`src/rtl/piso_serializer_ctrl.sv`:
```
// Parallel-in/serial-out sequencing controller: one-word holding buffer ahead of
// an MSB-first shifter paced by bit_en, with first/last framing and optional idle gap.
module piso_serializer_ctrl #(
  parameter int WIDTH = 4,
  parameter int GAP   = 0
) (
  input  logic             clk,
  input  logic             rst,
  input  logic             in_valid,
  output logic             in_ready,
  input  logic [WIDTH-1:0] in_data,
  input  logic             bit_en,
  output logic             ser_data,
  output logic             ser_valid,
  output logic             ser_first,
  output logic             ser_last,
  output logic             busy
);

  localparam int              BW        = $clog2(WIDTH);
  localparam logic [BW-1:0]   BCNT_LAST = BW'(WIDTH - 1);
  localparam logic [7:0]      GCNT_LAST = (GAP > 0) ? 8'(GAP - 1) : 8'd0;

  localparam logic [1:0] ST_IDLE  = 2'd0;
  localparam logic [1:0] ST_SHIFT = 2'd1;
  localparam logic [1:0] ST_GAP   = 2'd2;

  logic [1:0]       state_q, state_d;
  logic [WIDTH-1:0] hold_data_q, hold_data_d;
  logic             hold_valid_q, hold_valid_d;
  logic [WIDTH-1:0] sreg_q, sreg_d;
  logic [BW-1:0]    bcnt_q, bcnt_d;
  logic [7:0]       gcnt_q, gcnt_d;
  logic             accept;
  logic             load;

  assign in_ready = ~hold_valid_q;
  assign accept   = in_valid & in_ready;

  // NOTE: every variable gets a default at the top of always_comb so no path can infer a latch.
  always_comb begin
    state_d = state_q;
    sreg_d  = sreg_q;
    bcnt_d  = bcnt_q;
    gcnt_d  = gcnt_q;
    load    = 1'b0;

    case (state_q)
      ST_IDLE: begin
        if (hold_valid_q) begin
          load    = 1'b1;
          state_d = ST_SHIFT;
        end
      end
      ST_SHIFT: begin
        if (bit_en) begin
          if (bcnt_q != BCNT_LAST) begin
            sreg_d = {sreg_q[WIDTH-2:0], 1'b0};
            bcnt_d = bcnt_q + BW'(1);
          end else if (GAP > 0) begin
            gcnt_d  = 8'd0;
            state_d = ST_GAP;
          end else if (hold_valid_q) begin
            load = 1'b1;  // back-to-back word: next bit follows with no dead cycle
          end else begin
            state_d = ST_IDLE;
          end
        end
      end
      ST_GAP: begin
        if (bit_en) begin
          if (gcnt_q == GCNT_LAST) begin
            if (hold_valid_q) begin
              load    = 1'b1;
              state_d = ST_SHIFT;
            end else begin
              state_d = ST_IDLE;
            end
          end else begin
            gcnt_d = gcnt_q + 8'd1;
          end
        end
      end
      default: state_d = ST_IDLE;
    endcase

    if (load) begin
      sreg_d = hold_data_q;
      bcnt_d = '0;
    end
  end

  // A draining hold never accepts on the same edge: accept needs hold_valid_q=0, load needs 1.
  assign hold_valid_d = load ? 1'b0 : (accept ? 1'b1 : hold_valid_q);
  assign hold_data_d  = accept ? in_data : hold_data_q;

  // NOTE: sequential state uses non-blocking assignments so all registers update from pre-edge values.
  always_ff @(posedge clk) begin
    if (rst) begin
      state_q      <= ST_IDLE;
      hold_valid_q <= 1'b0;
      sreg_q       <= '0;
      bcnt_q       <= '0;
      gcnt_q       <= 8'd0;
    end else begin
      state_q      <= state_d;
      hold_valid_q <= hold_valid_d;
      sreg_q       <= sreg_d;
      bcnt_q       <= bcnt_d;
      gcnt_q       <= gcnt_d;
    end
  end

  // NOTE: hold_data is left unreset; it is only ever consumed while hold_valid_q is set.
  always_ff @(posedge clk) begin
    hold_data_q <= hold_data_d;
  end

  assign ser_valid = (state_q == ST_SHIFT);
  assign ser_data  = ser_valid & sreg_q[WIDTH-1];
  assign ser_first = ser_valid & (bcnt_q == '0);
  assign ser_last  = ser_valid & (bcnt_q == BCNT_LAST);
  assign busy      = (state_q != ST_IDLE) | hold_valid_q;

endmodule

```
`config.mk`:
```
export PLATFORM = sky130hd
export DESIGN_NAME = piso_serializer_ctrl
export DESIGN_NICKNAME = d
export VERILOG_FILES = /design/src/rtl/piso_serializer_ctrl.sv
export SDC_FILE = /design/constraint.sdc
export NUM_CORES = 1
export LEC_CHECK = 0
export CORE_AREA = 2 2 39 41
export CTS_CLUSTER_DIAMETER = 50
export DETAILED_ROUTE_END_ITERATION = 8
export DIE_AREA = 0 0 41 43
export PLACE_DENSITY = 0.7
export SYNTH_ARGS = -nofsm -noshare
export SYNTH_HDL_FRONTEND = slang
export SYNTH_SLANG_ARGS = --single-unit
```
`constraint.sdc`:
```
create_clock -name clk -period 2.4 [get_ports clk]
set_clock_uncertainty 0.05 [all_clocks]
set_input_delay 0.48 -clock clk [delete_from_list [all_inputs] [get_ports clk]]
set_output_delay 0.48 -clock clk [all_outputs]
set_load 0.02 [all_outputs]
```
Fig. 1: run 1, clock distribution
Scale bar: 10 um.
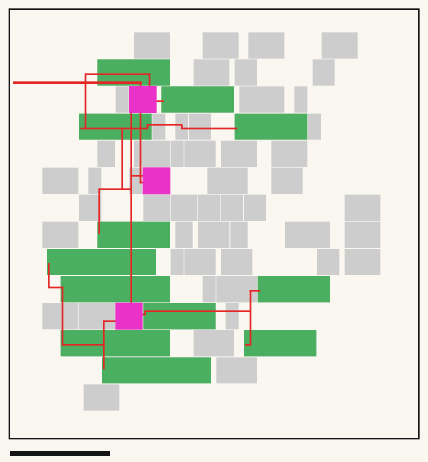
legend:
  flip-flops:
    colour: green
    count: 12
  clock drivers:
    colour: magenta
    count: 3
  clock wires:
    colour: red
    length: 135 um
routed clock nets: 4

Fig. 2: run 1, placement by cell class
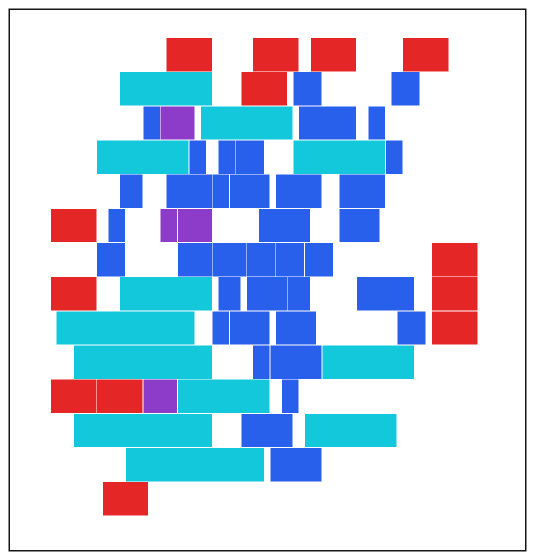
legend:
  clock drivers and dummy loads:
    colour: purple
    cells: 4
  flops:
    colour: cyan
    cells: 12
  other buffers and delay cells:
    colour: red
    cells: 13
  combinational and other logic:
    colour: blue
    cells: 37

==> run summary, run 1 <==
The following summarizes the physical implementation.

Run status
The flow ran to the end, and the final reports show no timing, DRC or antenna violations.

Global routing
The via count of the first global-routing pass is 369. The aggregate global routing overflow is 0.

Routing
The count of nets left with antenna violations once routing finished came out at 0.

Final layout
The top cell type in the final layout, fill and taps aside, is clkdlybuf4s50_1. The combinational gate count is 31. After layout, the buffer instance count without clock buffers stands at 13. Ranking logic cells in the layout by count gives the top entries clkdlybuf4s50_1 (13), dfxtp_1 (8), inv_1 (5). The summed area of non-filler cells in the final layout is 718 um2. Relative to the synthesized area, the layout overhead comes to 28.7%.

Clock network
The clock-pin slew reported for the worst setup and hold paths after clock tree synthesis is 0.07 ns. The TritonCTS clock tree is built.

Power and ir drop
The internal power summed over all cells is 0.000330 W. The share of power burned in combinational logic is 18.6%.

Setup path
Setup slack on the worst reg-to-reg path comes out at 0.93 ns. The highest net fanout along the worst path is 4. The cell sequence reported for the critical path is ha_1, and2_1, clkdlybuf4s50_1.

Yosys
The synthesis area per yosys is 558 um2. The main logic family after synthesis is simple AND/OR/NAND/NOR gates. The synthesized area per cell is 10.9 um2.

The synthesis stat section lists a flop and latch total of 12. In this run, synthesis inferred 4 flip-flops with an integrated enable.

Worst hold path
The worst hold path class is flip-flop to flip-flop.

Timing
The max-slew headroom at the worst pin is 74.4%.

Floorplanning
The die outline area is 0.00176 mm2.
Fig. 3: run 1, power grid
Scale bar: 10 um. Pins as bars on the die edge. Tap cells in grey.
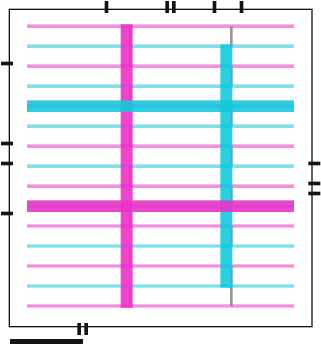
legend:
  VSS:
    colour: magenta
  VDD:
    colour: cyan
met5 straps: 2
signal pins: 14
met4 straps: 2

Fig. 4: run 1, routed metal, one colour a layer
Scale bar: 10 um. Two of the layers only.
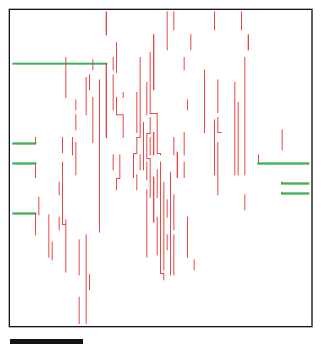
legend:
  metal 3:
    colour: green
    wire_length: 35.5 um
  metal 2:
    colour: red
    wire_length: 422 um
via count: 388
final routed wirelength across all metal layers: 838 um
Wirelength per Cell: 10.2 um
GRT Util Overall: 12.7%

==> run 1: worst max-delay path: cells and delay by family, from the launching register on <==
kind                     cells  cell delay, ns
flip-flops                   1            0.38
AND/OR/NAND/NOR              1            0.14
buffers and inverters        1            0.59
adder cells (fa/ha/maj)      1            0.23
==> run 1: state kept, by name (all words and copies together) (netlist names) <==
register	flops
hold_data_q	4
sreg_q	4
bcnt_q	2
hold_valid_q	1
state_q	1
==> run 1: power by group through the flow <==
stage | logic [W] | registers (W) | clock network [W]
floorplan | 0.0000509 | 0.000241 | 0
global placement | 0.0000820 | 0.000242 | 0
detailed placement | 0.0000825 | 0.000242 | 0
CTS | 0.0000828 | 0.000238 | 0.000128
global route | 0.0000905 | 0.000240 | 0.000138
finish | 0.0000819 | 0.000238 | 0.000121
==> run 1: worst max path at each step <==
stage	start	to	slack [ns]	cells past startpoint
detailed placement	bit_en	bcnt_q[1]	0.55	4
finish	bcnt_q[0]	ser_last	0.27	3
global route	bcnt_q[0]	ser_last	0.20	3
floorplan	bcnt_q[0]	ser_last	1.09	2
global placement	bcnt_q[0]	ser_last	0.55	3
CTS	bcnt_q[0]	ser_last	0.25	3
==> run 1: per-layer routing <==
layer	routed length, um	up-vias	share of wire [%]	GRT usage [%]
met5	0	-	0	0
met4	0	0	0	10.0
met3	35	0	4.2	4.71
met2	422	7	50	18.4
met1	380	177	45	14.0
li1	-	204	-	-
==> run 1: metrics by stage <==
step	std cells	util, %	setup WS [ns]
5_1_grt	82	51.9	0.201
3_3_place_gp	78	50.0	0.553
6_report	82	51.9	0.270
2_1_floorplan	51	-	1.09
4_1_cts	82	51.9	0.251
3_5_place_dp	78	50.0	0.548
==> run 2, diff against run 1 <==
CORE_AREA = default   (was 2 2 39 41)
CORE_MARGIN = 2   (was default)
CORE_UTILIZATION = 41   (was default)
DIE_AREA = default   (was 0 0 41 43)
PLACE_DENSITY = 0.71   (was 0.7)
clock period = 1.95 ns   (was 2.4 ns; I/O delays follow)
Fig. 5: run 2, clock routing
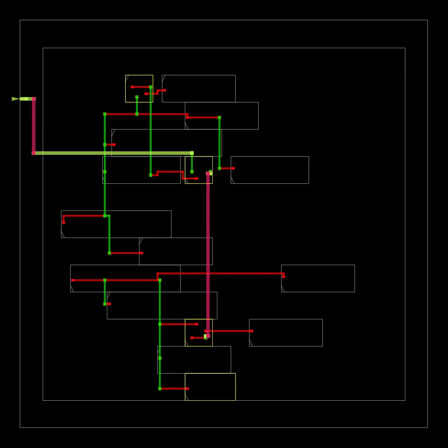
number of clock-tree buffers in the layout: 4
clock network latency to the later pin of the worst-skew pair: 0.27 ns
Sink Count: 12
Clock Power: 0.000196 W

Fig. 6: run 2, routed metal, one colour a layer
Scale bar: 10 um. Two of the layers only.
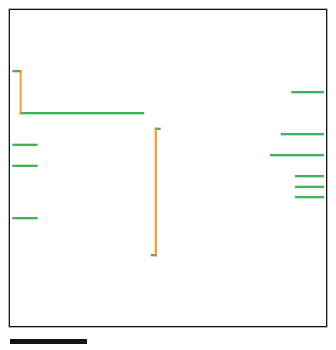
legend:
  metal 3:
    colour: green
    wire_length: 52.5 um
  metal 4:
    colour: orange
    wire_length: 21.8 um
Wirelength per Cell: 10.6 um
via count: 403
GRT Util Overall: 14.8%
final routed wirelength across all metal layers: 869 um

==> run summary, run 2 <==
The following summarizes the physical implementation.

Power and ir drop
The power density over cell area is 801 mW/mm2 (was 614 mW/mm2). The power drawn by the sequential cells is 0.000294 W (was 0.000238 W). The worst-case vdd ir drop was 0.368 mV (was 0.396 mV).

The internal power summed over all cells was 0.000446 W (was 0.000330 W). The biggest power consumer among the groups is sequential cells (unchanged). The share of power burned in combinational logic was 17.1% (was 18.6%). The combinational gate power is 0.000101 W (was 0.0000819 W).

Yosys
The sequential area share after synthesis is 50.2% (unchanged). The flop and latch count out of synthesis was 12 (unchanged). The post-synth net total is 61 (unchanged). The number of library cell types mapped by synthesis is 24 (unchanged).

The number of enable flip-flop cells is 4 (unchanged). The synthesized area per cell came to 10.9 um2 (unchanged). The synthesis area per yosys came to 558 um2 (unchanged).

Timing
The share of the clock period used by the worst path after layout is 92.9%. The max-slew headroom at the worst pin is 74.3% (was 74.4%). The least setup slack across all paths after layout came to 0.138 ns (was 0.270 ns). The routed design could run at a clock period as short as 1.81 ns. Setup repair after global routing missed its margin: no (unchanged).

The number of pins with negative max-slew slack in the final report is 0 (unchanged).

Clock network
The maximum clock insertion buffer count was 2 (unchanged). The clock-pin slew reported for the worst setup and hold paths after clock tree synthesis was 0.07 ns (about the same). The setup fix buffers added after clock tree synthesis came to 0 (unchanged).

The TritonCTS clock tree was built (unchanged). The count of hold-fix buffers inserted at cts is 0 (unchanged).

Routing
The number of nets with antenna violations after detailed routing was 0 (unchanged). The number of iterations in the first detailed-routing pass is 4 (was 3).

Place
The final weighted congestion in routability-driven placement is 0.642 (was 0.750). The number of buffers inserted by port buffering was 13 (unchanged). The worst slack after detailed placement came to 0.198 ns (was 0.548 ns).

Setup path
The highest net fanout along the worst path is 9 (was 4). The cell family with the largest share of critical-path delay is buffers and inverters (unchanged). The critical path buffer and inverter count is 1 (unchanged). The peak per-stage delay on the critical path came to 0.59 ns (about the same). Series of cell instances along the critical path: and2_1, clkdlybuf4s50_1 (was ha_1, and2_1, clkdlybuf4s50_1).

Floorplanning
The floorplan die width came to 40.9 um (was 41 um). The number of I/O pins is 14 (unchanged). The die outline area is 0.00167 mm2 (was 0.00176 mm2). The initial core utilization is 43.4% (was 40.3%).

The y dimension of the die was 40.9 um (was 43 um).

Final layout
Commonest non-fill, non-tap cells in the layout: clkdlybuf4s50_1 (10), dfxtp_1 (6), inv_1 (5) (was clkdlybuf4s50_1 (13), dfxtp_1 (8), inv_1 (5)). The commonest non-fill, non-tap cell in the layout is clkdlybuf4s50_1 (unchanged). The final core utilization was 57.4% (was 51.9%). The final layout net count is 78 (was 77). Leading registers by flop count: hold_data_q: 4 flops, sreg_q: 4 flops, bcnt_q: 2 flops (unchanged). The relative area change from synthesis to final layout is 32.1% (was 28.7%).

Run status
Result of the run: finished clean (unchanged).

Global routing
The aggregate global routing overflow is 0 (unchanged). The via count of the first global-routing pass was 365 (was 369).

Worst hold path
The worst hold path class is flip-flop to flip-flop (unchanged).
==> run 2: cell counts after synthesis <==
No cell type changed its count.
==> run 2: cells by family (layout without fill, tap and decap cells) <==
family | after synthesis | after routing | synth area share, %
AOI/OAI and AO/OA | 10 | 10 | 15.9
and+or+nand+nor | 17 | 17 | 19.1
adders and majority gates | 2 | 2 | 4.48
DFF | 12 | 12 | 50.2
muxes | 1 | 1 | 1.79
xor gates and xnor gates | 1 | 1 | 1.57
buffers and inverters | 8 | 24 | 6.95
==> run 2: area by class of cell <==
type | count | share of cell area, %
Sequential cell | 12 | 38.4
Multi-Input combinational cell | 31 | 32.4
Inverter | 6 | 3.06
Clock buffer | 4 | 4.92
Timing Repair Buffer | 14 | 18.7
Tap cell | 15 | 2.55
==> run 2: final timing paths <==
| path | startpoint | endpoint | slack (ns) | cells past startpoint |
|---|---|---|---|---|
| min reg2reg | sreg_q[0] | sreg_q[0] | 0.45 | 2 |
| max reg2reg | bcnt_q[0] | sreg_q[2] | 0.54 | 5 |
| min | sreg_q[0] | sreg_q[0] | 0.45 | 2 |
| max | state_q[0] | ser_data | 0.14 | 2 |
==> run 2: through the flow <==
step	hold WS (ns)	area (um2)	std cells	total power (W)
floorplan	0.412	558	51	0.000360
global placement	0.430	698	78	0.000400
detailed placement	0.446	698	78	0.000402
CTS	0.457	732	82	0.000596
global route	0.495	737	82	0.000623
finish	0.452	737	82	0.000590
==> run 2: layer usage <==
| metal | track usage, % | wire length [um] | vias to the layer above | share of wire [%] |
|---|---|---|---|---|
| met5 | 0 | 0 | - | 0 |
| met2 | 21.9 | 404 | 12 | 46 |
| met4 | 10.0 | 21 | 0 | 2.4 |
| li1 | - | - | 209 | - |
| met3 | 4.89 | 52 | 4 | 6.0 |
| met1 | 18.0 | 390 | 178 | 45 |
No activity file was given, so power comes from the tool's default toggle rates.
